===== config.mk =====
export PLATFORM = sky130hd
export DESIGN_NAME = axis_video_tpg
export DESIGN_NICKNAME = d
export VERILOG_FILES = /design/src/rtl/jtpg_pkg.sv /design/src/rtl/jtpg_pixel.sv /design/src/rtl/axis_video_tpg.sv
export SDC_FILE = /design/constraint.sdc
export NUM_CORES = 1
export LEC_CHECK = 0
export ABC_CLOCK_PERIOD_IN_PS = 4100
export CORE_MARGIN = 3
export CORE_UTILIZATION = 47
export CTS_CLUSTER_DIAMETER = 150
export DETAILED_ROUTE_END_ITERATION = 12
export GPL_ROUTABILITY_DRIVEN = 0
export PLACE_DENSITY = 0.8
export SLEW_MARGIN = 20
export SYNTH_ARGS = -nofsm -noshare
export SYNTH_HDL_FRONTEND = slang
export SYNTH_SLANG_ARGS = --single-unit

===== constraint.sdc =====
create_clock -name pixel_clock -period 4.1 [get_ports pixel_clock]
set_clock_uncertainty 0.1 [all_clocks]
set_input_delay 0.41 -clock pixel_clock [delete_from_list [all_inputs] [get_ports pixel_clock]]
set_output_delay 0.41 -clock pixel_clock [all_outputs]
set_load 0.05 [all_outputs]

===== src/rtl/jtpg_pkg.sv =====
// Shared types and constants for the AXI-Stream video test pattern generator.
package jtpg_pkg;

  typedef enum logic [1:0] {
    ST_IDLE,
    ST_ACTIVE,
    ST_HBLANK,
    ST_VBLANK
  } tpg_state_e;

  typedef enum logic [1:0] {
    PAT_GRAY,
    PAT_RAMP,
    PAT_BARS,
    PAT_CHECK
  } tpg_pat_e;

  // Colour bars as {B,G,R}, indexed by x[7:5]
  localparam logic [23:0] BAR_LUT [0:7] = '{
    24'hFFFFFF, 24'h00FFFF, 24'hFFFF00, 24'h00FF00,
    24'hFF00FF, 24'h0000FF, 24'hFF0000, 24'h000000
  };

endpackage


===== src/rtl/jtpg_pixel.sv =====
// Combinational pattern generator: pixel coordinates and frame parity to a {B,G,R} pixel.
module jtpg_pixel
  import jtpg_pkg::*;
#(
  parameter int DW = 8
) (
  input  logic [7:0]      i_x,
  input  logic [7:0]      i_y,
  input  logic [1:0]      i_pattern,
  input  logic            i_fcnt_lsb,
  output logic [3*DW-1:0] o_pixel
);

  logic [23:0] w_rgb;

  always_comb begin
    w_rgb = 24'h808080;
    case (tpg_pat_e'(i_pattern))
      PAT_GRAY:  w_rgb = 24'h808080;
      PAT_RAMP:  w_rgb = {i_x ^ i_y, i_y, i_x};
      PAT_BARS:  w_rgb = BAR_LUT[i_x[7:5]];
      PAT_CHECK: w_rgb = (i_x[3] ^ i_y[3] ^ i_fcnt_lsb) ? 24'hFFFFFF : 24'h000000;
      default:   w_rgb = 24'h808080;
    endcase
  end

  // Each 8-bit component sits in the LSBs of its DW-wide lane
  assign o_pixel = {DW'(w_rgb[23:16]), DW'(w_rgb[15:8]), DW'(w_rgb[7:0])};

endmodule


===== src/rtl/axis_video_tpg.sv =====
// AXI-Stream video master producing synthetic {B,G,R} frames with programmable blanking.
// State table: IDLE waiting for start/continuous | ACTIVE streaming a line | HBLANK gap after a line | VBLANK gap after a frame
module axis_video_tpg
  import jtpg_pkg::*;
#(
  parameter int DW            = 8,
  parameter int SENSOR_X_SIZE = 720,
  parameter int SENSOR_Y_SIZE = 720,
  parameter int HBLANK        = 16,
  parameter int VBLANK        = 64
) (
  input  logic                             pixel_clock,
  input  logic                             pixel_reset,
  input  logic                             start,
  input  logic                             continuous,
  input  logic [1:0]                       pattern,
  input  logic [$clog2(SENSOR_X_SIZE)-1:0] x_size_m1,
  input  logic [$clog2(SENSOR_Y_SIZE)-1:0] y_size_m1,
  output logic [3*DW-1:0]                  m_axis_video_tdata,
  output logic                             m_axis_video_tvalid,
  input  logic                             m_axis_video_tready,
  output logic                             m_axis_video_tuser,
  output logic                             m_axis_video_tlast,
  output logic                             busy,
  output logic                             frame_done,
  output logic [7:0]                       frame_cnt
);

  localparam int XW = $clog2(SENSOR_X_SIZE);
  localparam int YW = $clog2(SENSOR_Y_SIZE);
  localparam int CW = 16;
  localparam logic [XW-1:0] X_MAX   = XW'(SENSOR_X_SIZE - 1);
  localparam logic [YW-1:0] Y_MAX   = YW'(SENSOR_Y_SIZE - 1);
  localparam logic [CW-1:0] HB_LOAD = CW'((HBLANK > 0) ? HBLANK - 1 : 0);
  localparam logic [CW-1:0] VB_LOAD = CW'((VBLANK > 0) ? VBLANK - 1 : 0);

  tpg_state_e      r_state, w_state_nx;
  logic [XW-1:0]   r_x, r_xlat, w_xlat_in, w_px_x;
  logic [YW-1:0]   r_y, r_ylat, w_ylat_in, w_px_y;
  logic [1:0]      r_pat, w_px_pat;
  logic [CW-1:0]   r_cnt;
  logic [7:0]      r_frame_cnt;
  logic            r_start_pend, r_tvalid, r_tuser, r_tlast, r_frame_done;
  logic [3*DW-1:0] r_tdata, w_pixel;
  logic            w_accept, w_eol, w_eof, w_go, w_cnt_zero, w_fcnt_lsb, w_tlast_nx;
  logic            w_new_frame, w_new_line, w_next_pix, w_load;

  assign w_xlat_in  = (x_size_m1 > X_MAX) ? X_MAX : x_size_m1;
  assign w_ylat_in  = (y_size_m1 > Y_MAX) ? Y_MAX : y_size_m1;
  assign w_accept   = r_tvalid & m_axis_video_tready;
  assign w_eol      = w_accept & (r_x == r_xlat);
  assign w_eof      = w_eol & (r_y == r_ylat);
  assign w_go       = continuous | r_start_pend | start;
  assign w_cnt_zero = (r_cnt == '0);

  always_ff @(posedge pixel_clock or posedge pixel_reset) begin
    if (pixel_reset) r_state <= ST_IDLE;
    else             r_state <= w_state_nx;
  end

  always_comb begin
    w_state_nx  = r_state;
    w_new_frame = 1'b0;
    w_new_line  = 1'b0;
    case (r_state)
      ST_IDLE: begin
        if (start | continuous) begin
          w_state_nx  = ST_ACTIVE;
          w_new_frame = 1'b1;
        end
      end
      ST_ACTIVE: begin
        if (w_eof) begin
          if (VBLANK > 0)  w_state_nx = ST_VBLANK;
          else if (w_go)   w_new_frame = 1'b1;
          else             w_state_nx = ST_IDLE;
        end else if (w_eol) begin
          if (HBLANK > 0)  w_state_nx = ST_HBLANK;
          else             w_new_line = 1'b1;
        end
      end
      ST_HBLANK: begin
        if (w_cnt_zero) begin
          w_state_nx = ST_ACTIVE;
          w_new_line = 1'b1;
        end
      end
      ST_VBLANK: begin
        if (w_cnt_zero) begin
          if (w_go) begin
            w_state_nx  = ST_ACTIVE;
            w_new_frame = 1'b1;
          end else begin
            w_state_nx  = ST_IDLE;
          end
        end
      end
      default: w_state_nx = ST_IDLE;
    endcase
  end

  // Coordinates of the beat about to be loaded into the output register
  always_comb begin
    busy       = (r_state != ST_IDLE);
    w_next_pix = w_accept & ~w_eol;
    w_load     = w_new_frame | w_new_line | w_next_pix;
    w_fcnt_lsb = r_frame_cnt[0] ^ w_eof;
    w_px_pat   = w_new_frame ? pattern : r_pat;
    w_px_x     = w_next_pix ? r_x + 1'b1 : '0;
    if (w_new_frame)  w_px_y = '0;
    else if (w_eol)   w_px_y = r_y + 1'b1;
    else              w_px_y = r_y;
    w_tlast_nx = (w_px_x == (w_new_frame ? w_xlat_in : r_xlat));
  end

  jtpg_pixel #(.DW(DW)) u_pixel (
    .i_x        (8'(w_px_x)),
    .i_y        (8'(w_px_y)),
    .i_pattern  (w_px_pat),
    .i_fcnt_lsb (w_fcnt_lsb),
    .o_pixel    (w_pixel)
  );

  always_ff @(posedge pixel_clock or posedge pixel_reset) begin
    if (pixel_reset) begin
      r_x          <= '0;
      r_y          <= '0;
      r_xlat       <= '0;
      r_ylat       <= '0;
      r_pat        <= '0;
      r_cnt        <= '0;
      r_frame_cnt  <= '0;
      r_start_pend <= 1'b0;
      r_frame_done <= 1'b0;
      r_tvalid     <= 1'b0;
      r_tuser      <= 1'b0;
      r_tlast      <= 1'b0;
      r_tdata      <= '0;
    end else begin
      r_frame_done <= w_eof;
      if (w_eof) r_frame_cnt <= r_frame_cnt + 8'd1;

      if (w_new_frame) begin
        r_pat        <= pattern;
        r_xlat       <= w_xlat_in;
        r_ylat       <= w_ylat_in;
        r_start_pend <= 1'b0;
      end else if (start && r_state != ST_IDLE) begin
        r_start_pend <= 1'b1;
      end

      if (w_new_frame) begin
        r_x <= '0;
        r_y <= '0;
      end else if (w_next_pix) begin
        r_x <= r_x + 1'b1;
      end else if (w_eol) begin
        r_x <= '0;
        r_y <= r_y + 1'b1;
      end

      if (w_eof)            r_cnt <= VB_LOAD;
      else if (w_eol)       r_cnt <= HB_LOAD;
      else if (!w_cnt_zero) r_cnt <= r_cnt - 1'b1;

      if (w_load) begin
        r_tvalid <= 1'b1;
        r_tdata  <= w_pixel;
        r_tuser  <= w_new_frame;
        r_tlast  <= w_tlast_nx;
      end else if (w_accept) begin
        r_tvalid <= 1'b0;
        r_tuser  <= 1'b0;
        r_tlast  <= 1'b0;
      end
    end
  end

  assign m_axis_video_tdata  = r_tdata;
  assign m_axis_video_tvalid = r_tvalid;
  assign m_axis_video_tuser  = r_tuser;
  assign m_axis_video_tlast  = r_tlast;
  assign frame_done          = r_frame_done;
  assign frame_cnt           = r_frame_cnt;

endmodule


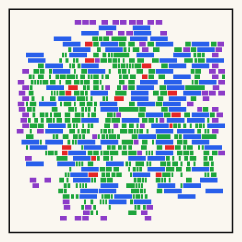
*Cell classes on the final placement, run 1*
Drawn at 2 px/um.
[clock drivers and dummy loads] red | cells: 16 | share of their area: 3.1%
[flops] blue | cells: 97 | share of their area: 41%
[other buffers and delay cells] purple | cells: 74 | share of their area: 12%
[combinational and other logic] green | cells: 394 | share of their area: 44%
sequential portion of the cell area: 0.396
core outline area: 0.0105 mm^2
final standard cell utilization of the core: 0.584

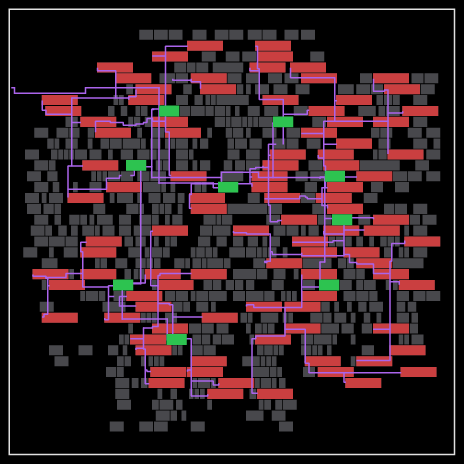
*Clock distribution, run 1*
Drawn at 4 px/um.
[clock wires] purple | length: 1110 um
[clock drivers] green | count: 9
[flip-flops] red | count: 97
routed clock nets: 10
power of the clock network: 0.000589 W
Clock Latency Late Sink: 0.37 ns
relative contribution of the clock network to total power: 0.151

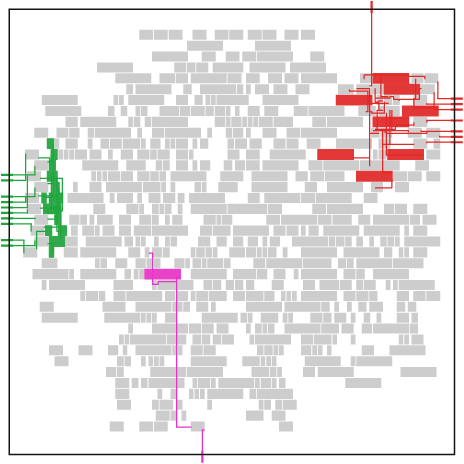
*Port wiring, run 1*
Drawn at 4 px/um.
[m_axis_video_tvalid] magenta | bits: 1 | direction: output | edge: bottom | end cells: 1 | buffers: 1 | wire: 63.6 um
[x_size_m1] green | bits: 10 | direction: input | edge: left | end cells: 14 | buffers: 10 | wire: 185 um
[frame_cnt] red | bits: 8 | direction: output | edge: 7 right, 1 top | end cells: 8 | buffers: 8 | wire: 281 um

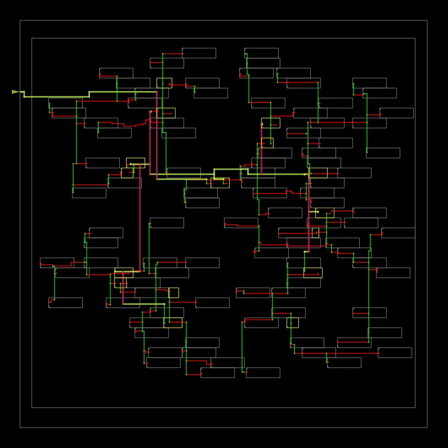
*Clock routing, run 1*
clock buffer count from CTS: 9
number of clock sinks: 97
count of clock buffers in the final design: 9

==> results.txt, run 1 <==
Notes on the physical implementation.

- The flow ran to the end, and the final reports show no timing, DRC or antenna violations.
- The fraction of power spent switching nets is 0.438, for reference.
- The number of antenna violations at the first check in global routing is 0, for reference.
- The remaining number of nets flagged by the antenna check after routing is 0, for reference.
- The last timing report of the flow puts the setup violation total at 0.
- The slew at the pin closest to its max-slew limit is 0.701 ns, for reference.
- The register with the most flip-flops in the layout has 24 of them.
- After layout, the minimum clock period comes to 3.40 ns.
- The cell sequence reported for the critical path is inv_1 > ha_1 > nor4b_1 > and4_1 > buf_4 > nand2_1 > and3_1 > a21oi_1 > and2b_1 > a221o_1.
- The final routed wirelength across all metal layers is 12100 um, for reference.
- The script logs the mean routed wire length per placed instance as 16.9 um.
- According to the floorplan report, the die height is 111 um.
- The largest power group is combinational logic, for reference.
- The prevailing post-synth register cell is dfrtp_1, for reference.
- The number of standard cells after synthesis is 513, for reference.
- The worst register-to-register path ends at m_axis_video_tdata[18].
- The number of maximum-capacitance violations recorded for the run is 0.
- The mux share of post-synthesis cell area is 0.0193, for reference.
- The fraction of final layout cells sized beyond drive strength 1 is 0.107, for reference.
- The number of buffers between clock root and the deepest sink is 2, for reference.
- Setup slack on the worst reg-to-reg path comes out at 0.70 ns.
- Per the final report, max-transition violations number 0.
- Hold is met by 0.312 ns.
- The number of resized instances in the post-cts repair step is 0, for reference.
- Summed over all routing layers, the global router reports a total usage of 0.198.
- The async set or reset register ratio after synthesis is 1.00, for reference.
- The maximum fanout encountered on the critical timing path is 21, for reference.
- The final worst slack is 0.697 ns, for reference.
- The level count of the clock H-tree is 3, for reference.
- The power report attributes to the sequential group a share of 0.395.
- The number of placed I/O pins is 64, for reference.
- Checking max transition, the worst relative margin is 0.531.
- The final power report lists total power as 0.00389 W.
- The total number of vias is 4078, for reference.
- In this run, the synthesized area fraction spent on and/or/nand/nor cells is recorded as 0.194.
- The required time at the worst-slack endpoint is 4.31 ns, for reference.
- The startpoint identified for the worst register-to-register timing path is r_cnt[0].
- The count of filler cells inserted in the layout is 895, for reference.
- The area used by sequential logic in the layout is 0.00243 mm^2, for reference.
- The area share of the largest cell type after synthesis is 0.469, for reference.
- In the routed layout, each cell is associated on average with a via count of 5.69.
- The path depth of the worst reg2reg path is 10, for reference.
- On the reported timing paths, the clock transition at the registers reads 0.10 ns.
- Yosys stat counts 513 cells in the synthesized netlist.
- The synthesis report lists the most area-consuming cells as dfrtp_1 (47%), xnor2_1 (6.6%), xor2_1 (5.1%).
- The critical path's largest stage delay is 0.60 ns, for reference.
- The highest-delay cell along the critical path is and2b_1, for reference.
- The sequential element share of the synthesized area is 0.469, for reference.
- Post-CTS timing repair inserted 0 buffers for setup.
- Summing over the stages, the warning tally comes to 30.
- The CTS tree is built, for reference.
- After synthesis, the most frequently instantiated cells are dfrtp_1 (97), nand2_1 (66), nor2_1 (45), xnor2_1 (39), xor2_1 (30).
- The area overhead of the layout relative to synthesis is 18.6%, for reference.
- The count of input and output buffers is 63, for reference.
- The maximum vdd drop is 0.375 mV, for reference.
- In the final design database the tool counted 612 nets.
- The worst setup path is captured at a flop.
- The die is 111 um wide.
- The number of global-route vias before repair is 4090, for reference.
- The finished layout holds 717 standard cells, fillers aside.
- In the layout the commonest cells are dfrtp_1 (97), nand2_1 (66), clkdlybuf4s50_1 (63).
- The count of antenna diodes in the layout is 0, for reference.
- The setup slack after placement is 0.618 ns, for reference.
- In this run the full chip footprint comes out at 0.0123 mm^2.
- The detailed-routing iteration count for the pre-antenna-repair pass is 4, for reference.
- Per the log, the first TritonRoute iteration ended with a DRC count of 305.
- The power report attributes to the combinational group a share of 0.454.
- The logic area is 0.00257 mm^2, for reference.
- Synthesis inferred 97 register bits.
- The floorplan utilization is 0.492, for reference.
- Yosys reports a chip area of 0.00517 mm^2.
- The worst setup path is launched from a flop.
- The hold-fix buffer count after cts is 0, for reference.
- The number of placed cells counting well taps is 701, for reference.
- The HPWL after detailed placement is 9140 um, for reference.
- The analysis attributes to net switching a power of 0.00171 W.
- The global-route wire length before repair is 20100 um, for reference.
- In this run, power in combinational logic comes to 0.00177 W.
- The launch point of the critical path is r_cnt[0], for reference.
- The most common logic cell in the final layout is dfrtp_1.
- The power in sequential cells is 0.00154 W, for reference.
- Dividing the synthesized area by the synthesized cell count gives 10.1 um^2.
- For reference, the top logic cell family by area is simple AND/OR/NAND/NOR gates.
- The worst setup path is of the reg -> reg kind.
- The number of nets handed over by synthesis was 549.
- TritonRoute reported its final design rule violation total as 0.
- In the power breakdown, the internal column shows 0.00219 W.
- The path length in cells of the critical path is 10, for reference.
- Before any placement, the netlist area is recorded as 0.00517 mm^2.
- The initialized floorplan defines 37 standard-cell rows.
- The cell-mix breakdown from Yosys lists the XOR/XNOR area share as 0.134.
- The share of synthesized cell area in and-or and or-and compound cells is 0.127, for reference.
- The arithmetic-cell share of the synthesized area counting full adders, half adders and majority gates is 0.0218, for reference.
- The most area-hungry cell type in the Yosys netlist is dfrtp_1, for reference.
- For this run, the number of Yosys warnings is 0.
- Setup repair after global routing left no endpoint under its margin.
- Per STA, the endpoint of the critical path is m_axis_video_tdata[18].
- Note that the worst hold path type here is in -> async.
- The static leakage is 2.68 nW, for reference.
- The critical path arrival is 3.62 ns, for reference.
- The critical path contains buffers and inverters numbering 2 combined.
- The count of unique library cells instantiated by Yosys is 69, for reference.
- Summed over all failing endpoints, the final setup total negative slack is 0 ns.
- The total count of hold-check failures in the final report is 0, for reference.
- Per the timing report, the achievable frequency comes out to 0.294 GHz.
- The total overflow reported by the global router is 0, for reference.
- The clock tree root buffer cell is clkbuf_8, for reference.
- The ratio of final minimum period to clock period is 0.830, for reference.
- The most numerous cell in the Yosys netlist is dfrtp_1, for reference.
- The largest net degree at the start of global routing is 40, for reference.
- The cell family contributing the most delay on the critical path is simple AND/OR/NAND/NOR gates, for reference.
- The power per cell area is 635 mW/mm^2, for reference.
- The number of enable flip-flop cells is 0, for reference.
[run 1: metal layers]
metal | global-route usage | routed length (um)
met2 | 0.331 | 5970
met4 | 0.0755 | 296
met1 | 0.255 | 5180
met3 | 0.0404 | 653
met5 | 0 | 0
[run 1: cell type report]
class	instances	share of cell area
clock buffer	9	0.0202
sequential	97	0.396
timing repair buffer	74	0.116
tap	136	0.0277
clock inverter	7	0.00959
inverter	19	0.0118
multi-input combinational	375	0.419
[run 1: stage by stage]
stage | util | area [um^2]
after CTS | 0.584 | 6130
after global placement | 0.566 | 5950
final | 0.584 | 6130
after detailed placement | 0.566 | 5950
after floorplan | - | 5170
after global routing | 0.584 | 6130
### Signal wires on met3, run 1

Drawn at 3 px/um.
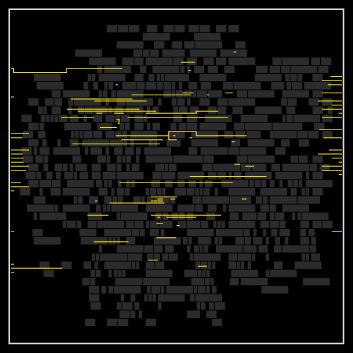

==> run 2: changes to the inputs <==
Settings changed: ABC_CLOCK_PERIOD_IN_PS 4100 to 3500.
Clock period 4.1 ns to 3.5 ns, I/O delays scaled along.
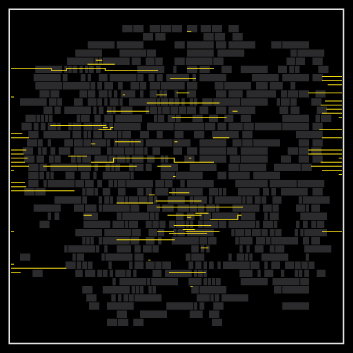
*Signal wires on met3, run 2*
Drawn at 3 px/um.
share of all routed wire: 5.4%
main direction: horizontal
vias after detailed routing: 4068
Final Routed Wirelength: 12100 um
met3 track demand over resource: 0.0349

==> results.txt, run 2 <==
Notes on the physical implementation.

- The CTS tree is built (unchanged).
- The peak clock frequency supported by timing is 0.316 GHz (was 0.294 GHz), for reference.
- The net switching power is 0.00201 W (was 0.00171 W), for reference.
- The relative contribution of the clock network to total power is 0.170 (was 0.151), for reference.
- The mean instance size in the synthesized netlist is 10.1 um^2 (unchanged), for reference.
- The largest net degree at the start of global routing came to 48 (was 40).
- The sequential element share of the synthesized area came to 0.469 (unchanged).
- The number of clock-tree buffers in the layout is 9 (unchanged).
- The most area-hungry cell type in the Yosys netlist is dfrtp_1 (unchanged), for reference.
- The DRC violations left is 0 (unchanged).
- The highest-delay cell along the critical path is and4_1 (was and2b_1), for reference.
- The total negative slack for setup checks came to 0 ns (unchanged).
- The total count of hold-check failures in the final report is 0 (unchanged), for reference.
- The net count of the finished layout is 617 (was 612), for reference.
- The most used routing layer is met2 (unchanged).
- The cell count in the Yosys report came to 513 (unchanged).
- The HPWL after detailed placement is 8960 um (was 9140 um), for reference.
- The number of antenna violations at the first check in global routing is 0 (unchanged), for reference.
- The utilization after layout is 0.591 (was 0.584), for reference.
- The aggregate global-route resource usage is 0.201 (was 0.198), for reference.
- The number of signal-net inverters in the final layout is 19 (unchanged).
- Commonest cells post-synth: dfrtp_1 (97), nand2_1 (66), nor2_1 (45), xnor2_1 (39), xor2_1 (30) (unchanged).
- The count of filler cells inserted in the layout is 891 (was 895).
- The total die size was 0.0123 mm^2 (unchanged).
- The maximum fanout encountered on the critical timing path is 13 (was 21), for reference.
- The share of final layout cell area taken by non-clock buffers was 0.123 (was 0.116).
- The number of enable flip-flop cells is 0 (unchanged), for reference.
- The level count of the clock H-tree came to 3 (unchanged).
- Outcome: finished clean (unchanged).
- The well-tap cell count is 136 (unchanged), for reference.
- The share of the final layout cell area in multi-input gates is 0.413 (was 0.419).
- The total overflow reported by the global router was 0 (unchanged).
- The critical path's largest stage delay is 0.43 ns (was 0.60 ns).
- The most numerous cell in the Yosys netlist was dfrtp_1 (unchanged).
- Ordered cell list for the critical path: inv_1 > ha_1 > nor4b_1 > and4_1 > a21o_1 > buf_4 > mux2_2 > xnor2_1 > and4_1 > nand4b_1 > o21ai_0 (was inv_1 > ha_1 > nor4b_1 > and4_1 > buf_4 > nand2_1 > and3_1 > a21oi_1 > and2b_1 > a221o_1).
- The multi-input combinational gate total is 375 (unchanged), for reference.
- The number of flip-flops in the largest register is 24 (unchanged), for reference.
- Most frequent cells in the layout: dfrtp_1 (97), nand2_1 (66), clkdlybuf4s50_1 (63) (unchanged).
- The number of pins exceeding their max-slew limit in the final report was 0 (unchanged).
- The mux share of post-synthesis cell area came to 0.0193 (unchanged).
- The maximum vdd drop is 0.444 mV (was 0.375 mV).
- The hold-fix buffer count after cts is 0 (unchanged).
- The source-to-sink clock delay at the later pin of the worst-skew pair is 0.39 ns (was 0.37 ns), for reference.
- The minimum hold slack is 0.323 ns (was 0.312 ns), for reference.
- The number of placed I/O pins was 64 (unchanged).
- The most frequent logic cell in the layout is dfrtp_1 (unchanged).
- The cell group occupying the most layout area is combinational gates (unchanged), for reference.
- The yosys-reported design area after synthesis is 0.00517 mm^2 (unchanged), for reference.
- The floorplan die height is 111 um (unchanged), for reference.
- The cell row count is 37 (unchanged), for reference.
- The clock transition at the registers of the reported paths was 0.12 ns (was 0.10 ns).
- The area share of the largest cell type after synthesis is 0.469 (unchanged), for reference.
- The largest family of logic cells by area is simple AND/OR/NAND/NOR gates (unchanged), for reference.
- The average routed wire per standard cell is 16.7 um (was 16.9 um).
- The global routing usage on met2 is 0.324 (was 0.331), for reference.
- The slew at the pin closest to its max-slew limit is 0.848 ns (was 0.701 ns), for reference.
- The total number of sequential cells was 97 (unchanged).
- The fraction of final layout cells sized beyond drive strength 1 came to 0.114 (was 0.107).
- The die width is 111 um (unchanged), for reference.
- The number of resized instances in the post-cts repair step is 0 (unchanged), for reference.
- The stage-log warning count is 30 (unchanged).
- The clock network contribution to total cell area is 0.0344 (was 0.0298), for reference.
- The sequential share of power is 0.382 (was 0.395).
- The number of max-cap violations is 0 (unchanged), for reference.
- The final count of negative-setup-slack endpoints is 0 (unchanged), for reference.
- The initial DRC count is 304 (was 305), for reference.
- The CTS buffer count is 9 (unchanged), for reference.
- The number of standard cells in the final layout excluding fillers is 722 (was 717), for reference.
- The setup slack after placement is 0.314 ns (was 0.618 ns).
- The met3 layer wire length in the routed design is 647 um (was 653 um).
- The area share of xor/xnor cells in the synthesized design is 0.134 (unchanged), for reference.
- The share of synthesized cell area in and-or and or-and compound cells is 0.127 (unchanged).
- The global-route wire length before repair is 20300 um (was 20100 um), for reference.
- The share of total power in combinational logic was 0.448 (was 0.454).
- The Yosys warning count came to 0 (unchanged).
- The arithmetic-cell share of the synthesized area counting full adders, half adders and majority gates was 0.0218 (unchanged).
- The kind of start point of the critical path is a flop (unchanged).
- The area of the core is 0.0105 mm^2 (unchanged), for reference.
- The average via count per standard cell is 5.63 (was 5.69), for reference.
- The ratio of final minimum period to clock period is 0.905 (was 0.830), for reference.
- The path length in cells of the critical path is 11 (was 10), for reference.
- The critical path arrival is 3.37 ns (was 3.62 ns), for reference.
- The total of plain and repair buffers excluding clock buffers is 79 (was 74), for reference.
- The met2 wirelength from detailed routing is 5900 um (was 5970 um), for reference.
- The nature of the critical path endpoint is a flop (unchanged), for reference.
- The normalized max-slew margin is 0.434 (was 0.531), for reference.
- The number of global-route vias before repair was 4087 (was 4090).
- The count of unique library cells instantiated by Yosys was 69 (unchanged).
- The floorplan utilization came to 0.492 (unchanged).
- The combined buffer and inverter count along the critical path came to 2 (unchanged).
- The remaining number of nets flagged by the antenna check after routing is 0 (unchanged), for reference.
- The number of nets at floorplan is 549 (unchanged), for reference.
- The async set or reset register ratio after synthesis is 1.00 (unchanged), for reference.
- The fraction of power spent switching nets is 0.430 (was 0.438), for reference.
- The detailed-routing iteration count for the pre-antenna-repair pass is 5 (was 4), for reference.
- The count of antenna diodes in the layout is 0 (unchanged), for reference.
- The met1 track utilization from global routing was 0.272 (was 0.255).
==> run 2: path summary, 6_finish.rpt <==
path                              start                     end  slack, ns
min reg2reg                frame_cnt[7]            frame_cnt[7]       0.39
max reg2reg                    r_cnt[0]      m_axis_video_tlast       0.33
min in group pixel_clock   frame_cnt[7]            frame_cnt[7]       0.39
max in group asynchronous   pixel_reset  m_axis_video_tdata[15]       2.22
min                         pixel_reset            frame_cnt[3]       0.32
max                            r_cnt[0]      m_axis_video_tlast       0.33
==> run 2: power by group through the flow <==
stage,sequential [W],combinational [W],clock (W)
floorplan,0.00209,0.00120,0
global placement,0.00180,0.00204,0
detailed placement,0.00181,0.00210,0
CTS,0.00179,0.00211,0.000814
global route,0.00184,0.00228,0.000856
finish,0.00179,0.00210,0.000796
==> run 3: changes to the inputs <==
Settings changed: CAP_MARGIN set to 0.
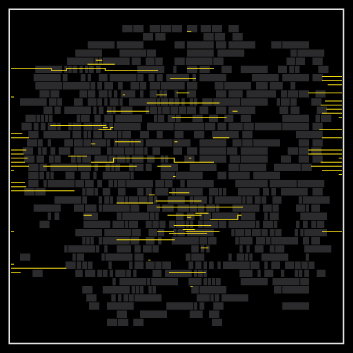
*Signal wires on met3, run 3*
Drawn at 3 px/um.
nets with wire on the layer: 65
longest straight run: 30.8 um
share of all routed wire: 5.4%

==> results.txt, run 3 <==
Notes on the physical implementation.

- The combined area of all synthesized cells was 0.00517 mm^2 (unchanged).
- The average via count per standard cell is 5.63 (unchanged).
- The number of antenna violations at the first check in global routing is 0 (unchanged).
- The sequential share of power was 0.382 (about the same).
- The critical path class is reg -> reg (unchanged), for reference.
- The CTS buffer count is 9 (unchanged).
- The maximum vdd drop is 0.444 mV (unchanged), for reference.
- The most numerous cell in the Yosys netlist is dfrtp_1 (unchanged).
- The cell area after placement is 0.00600 mm^2 (unchanged).
- The total negative slack for setup checks is 0 ns (unchanged), for reference.
- The slew at the pin closest to its max-slew limit is 0.848 ns (unchanged), for reference.
- The path length in cells of the critical path came to 11 (unchanged).
- The prevailing post-synth register cell is dfrtp_1 (unchanged), for reference.
- The cell family contributing the most delay on the critical path was simple AND/OR/NAND/NOR gates (unchanged).
- The clock tree root buffer cell is clkbuf_8 (unchanged), for reference.
- The utilization after layout is 0.591 (unchanged), for reference.
- The total internal power is 0.00267 W (unchanged), for reference.
- The initial DRC count came to 304 (unchanged).
- Outcome: finished clean (unchanged).
- The sequential element share of the synthesized area came to 0.469 (unchanged).
- The normalized max-slew margin is 0.434 (unchanged), for reference.
- The met3 layer wire length in the routed design was 647 um (unchanged).
- The ratio of final minimum period to clock period was 0.905 (unchanged).
- The total count of hold-check failures in the final report is 0 (unchanged), for reference.
- The area of all placed cells without fillers is 0.00622 mm^2 (unchanged), for reference.
- The met2 wirelength from detailed routing is 5900 um (unchanged), for reference.
- The capturing instance or port of the critical path is m_axis_video_tlast (unchanged).
- The total overflow reported by the global router is 0 (unchanged), for reference.
- The mean instance size in the synthesized netlist was 10.1 um^2 (unchanged).
- The total number of vias is 4068 (unchanged), for reference.
- The floorplan utilization is 0.492 (unchanged), for reference.
- The number of enable flip-flop cells is 0 (unchanged), for reference.
- The count of antenna diodes in the layout is 0 (unchanged), for reference.
- The highest-delay cell along the critical path is and4_1 (unchanged), for reference.
- The capturing point of the worst reg2reg path was m_axis_video_tlast (unchanged).
- The critical path arrival is 3.37 ns (about the same), for reference.
- The met3 usage is 0.0349 (unchanged), for reference.
- The power per cell area is 754 mW/mm^2 (unchanged), for reference.
- The share of synthesized cell area in and-or and or-and compound cells is 0.127 (unchanged), for reference.
- The met1 track utilization from global routing is 0.272 (unchanged), for reference.
- The DRC violations left came to 0 (unchanged).
- The number of pins exceeding their max-slew limit in the final report is 0 (unchanged), for reference.
- Setup repair after global routing missed its margin: false (unchanged).
- The global routing usage on met2 is 0.324 (unchanged), for reference.
- The number of standard cells in the final layout excluding fillers came to 722 (unchanged).
- The clock distribution power is 0.000796 W (about the same), for reference.
- The count of input and output buffers was 63 (unchanged).
- The HPWL after detailed placement came to 8960 um (unchanged).
- The path depth of the worst reg2reg path is 11 (unchanged), for reference.
- The number of resized instances in the post-cts repair step is 0 (unchanged), for reference.
- The most frequent cell on the critical path is and4_1 (unchanged), for reference.
- The net switching power is 0.00201 W (unchanged), for reference.
- The global-route wire length before repair was 20300 um (unchanged).
- The aggregate global-route resource usage was 0.201 (unchanged).
- The CTS tree is built (unchanged).
- The stage-log warning count came to 30 (unchanged).
- The area share of the largest cell type after synthesis was 0.469 (unchanged).
- The largest net degree at the start of global routing is 48 (unchanged), for reference.
- The largest family of logic cells by area is simple AND/OR/NAND/NOR gates (unchanged), for reference.
- The number of nets at floorplan is 549 (unchanged), for reference.
- The count of filler cells inserted in the layout is 891 (unchanged), for reference.
- The critical path's largest stage delay is 0.43 ns (about the same), for reference.
- Cell types with the largest area share after synthesis: dfrtp_1 (47%), xnor2_1 (6.6%), xor2_1 (5.1%) (unchanged).
- The mux share of post-synthesis cell area came to 0.0193 (unchanged).
- The floorplan die height is 111 um (unchanged), for reference.
- The number of standard cells after synthesis came to 513 (unchanged).
- The largest power group was combinational logic (unchanged).
- The power in sequential cells came to 0.00179 W (about the same).
- The level count of the clock H-tree came to 3 (unchanged).
- The most area-hungry cell type in the Yosys netlist is dfrtp_1 (unchanged), for reference.
- Commonest cells post-synth: dfrtp_1 (97), nand2_1 (66), nor2_1 (45), xnor2_1 (39), xor2_1 (30) (unchanged).
- The clock period minus final worst setup slack was 3.17 ns (unchanged).
- The most used routing layer is met2 (unchanged).
- The yosys-reported design area after synthesis is 0.00517 mm^2 (unchanged).
- The nature of the critical path endpoint is a flop (unchanged).
- The net count of the finished layout came to 617 (unchanged).
- The Yosys warning count came to 0 (unchanged).
- The total die size is 0.0123 mm^2 (unchanged), for reference.
- Most frequent cells in the layout: dfrtp_1 (97), nand2_1 (66), clkdlybuf4s50_1 (63) (unchanged).
- Ordered cell list for the critical path: inv_1 > ha_1 > nor4b_1 > and4_1 > a21o_1 > buf_4 > mux2_2 > xnor2_1 > and4_1 > nand4b_1 > o21ai_0 (unchanged).
- The average routed wire per standard cell is 16.7 um (unchanged), for reference.
- The final routed wirelength across all metal layers is 12100 um (unchanged), for reference.
- The number of global-route vias before repair is 4087 (unchanged).
- The number of register bits inferred by synthesis was 97 (unchanged).
- The minimum setup slack among reg-to-reg paths is 0.33 ns (about the same), for reference.
- The post-CTS setup buffer count is 0 (unchanged), for reference.
- The arithmetic-cell share of the synthesized area counting full adders, half adders and majority gates is 0.0218 (unchanged), for reference.
- The cell row count came to 37 (unchanged).
- The area overhead of the layout relative to synthesis is 20.1% (unchanged), for reference.
- The area of the core was 0.0105 mm^2 (unchanged).
- The power of the combinational group is 0.00210 W (about the same), for reference.
- The cell count in the Yosys report is 513 (unchanged), for reference.
- The number of max-cap violations came to 0 (unchanged).
- The final count of negative-setup-slack endpoints is 0 (unchanged).
- The kind of start point of the critical path was a flop (unchanged).
- The top layer used by detailed routing is met4 (unchanged).
- The number of flip-flops in the largest register is 24 (unchanged), for reference.
- The maximum fanout encountered on the critical timing path is 13 (unchanged).
- The launch point of the critical path is r_cnt[0] (unchanged), for reference.
- The remaining number of nets flagged by the antenna check after routing was 0 (unchanged).
- The async set or reset register ratio after synthesis is 1.00 (unchanged).
- The TritonCTS sink count is 97 (unchanged), for reference.
- The class of the tightest hold or removal check is in -> async (unchanged), for reference.
- The fraction of final layout cells sized beyond drive strength 1 is 0.114 (unchanged), for reference.
- The source-to-sink clock delay at the later pin of the worst-skew pair is 0.39 ns (about the same).
- The hold-fix buffer count after cts was 0 (unchanged).
- The most frequent logic cell in the layout was dfrtp_1 (unchanged).
- The critical register-to-register path startpoint is r_cnt[0] (unchanged).
- The peak clock frequency supported by timing is 0.316 GHz (unchanged).
- The share of total power in combinational logic was 0.448 (about the same).
- The required time at the worst-slack endpoint is 3.70 ns (about the same), for reference.
- The area share of xor/xnor cells in the synthesized design is 0.134 (unchanged), for reference.
- The die width is 111 um (unchanged), for reference.
- The count of unique library cells instantiated by Yosys is 69 (unchanged), for reference.
- The combined buffer and inverter count along the critical path is 2 (unchanged), for reference.
- The fraction of power spent switching nets was 0.430 (unchanged).
- The number of buffers between clock root and the deepest sink came to 2 (unchanged).
- The minimum hold slack is 0.323 ns (unchanged).
- The detailed-routing iteration count for the pre-antenna-repair pass is 5 (unchanged), for reference.
- The number of placed cells counting well taps is 706 (unchanged), for reference.
- The simple-gate area share of the yosys netlist was 0.194 (unchanged).
- The relative contribution of the clock network to total power is 0.170 (about the same), for reference.
- The met1 routed wirelength after detailed routing is 5310 um (unchanged), for reference.
- The number of placed I/O pins is 64 (unchanged), for reference.
- The clock transition at the registers of the reported paths is 0.12 ns (about the same), for reference.
- The static leakage was 2.73 nW (unchanged).
run 3: cell counts after synthesis:
No cell type changed its count.
run 3: area by class of cell:
cell class,count,area [um^2],share of cell area
multi-input combinational,375,2570,0.413
tap,136,170,0.0274
sequential,97,2430,0.390
inverter,19,72.6,0.0117
clock buffer,9,124,0.0199
timing repair buffer,79,763,0.123
clock inverter,7,90.1,0.0145
run 3: per-stage QoR:
stage / power, W / worst slack [ns]
after floorplan: 0.00329 / 0.516
after global placement: 0.00384 / 0.390
after detailed placement: 0.00391 / 0.314
after CTS: 0.00471 / 0.348
after global routing: 0.00498 / 0.109
final: 0.00469 / 0.333
No activity file was given, so power comes from the tool's default toggle rates.
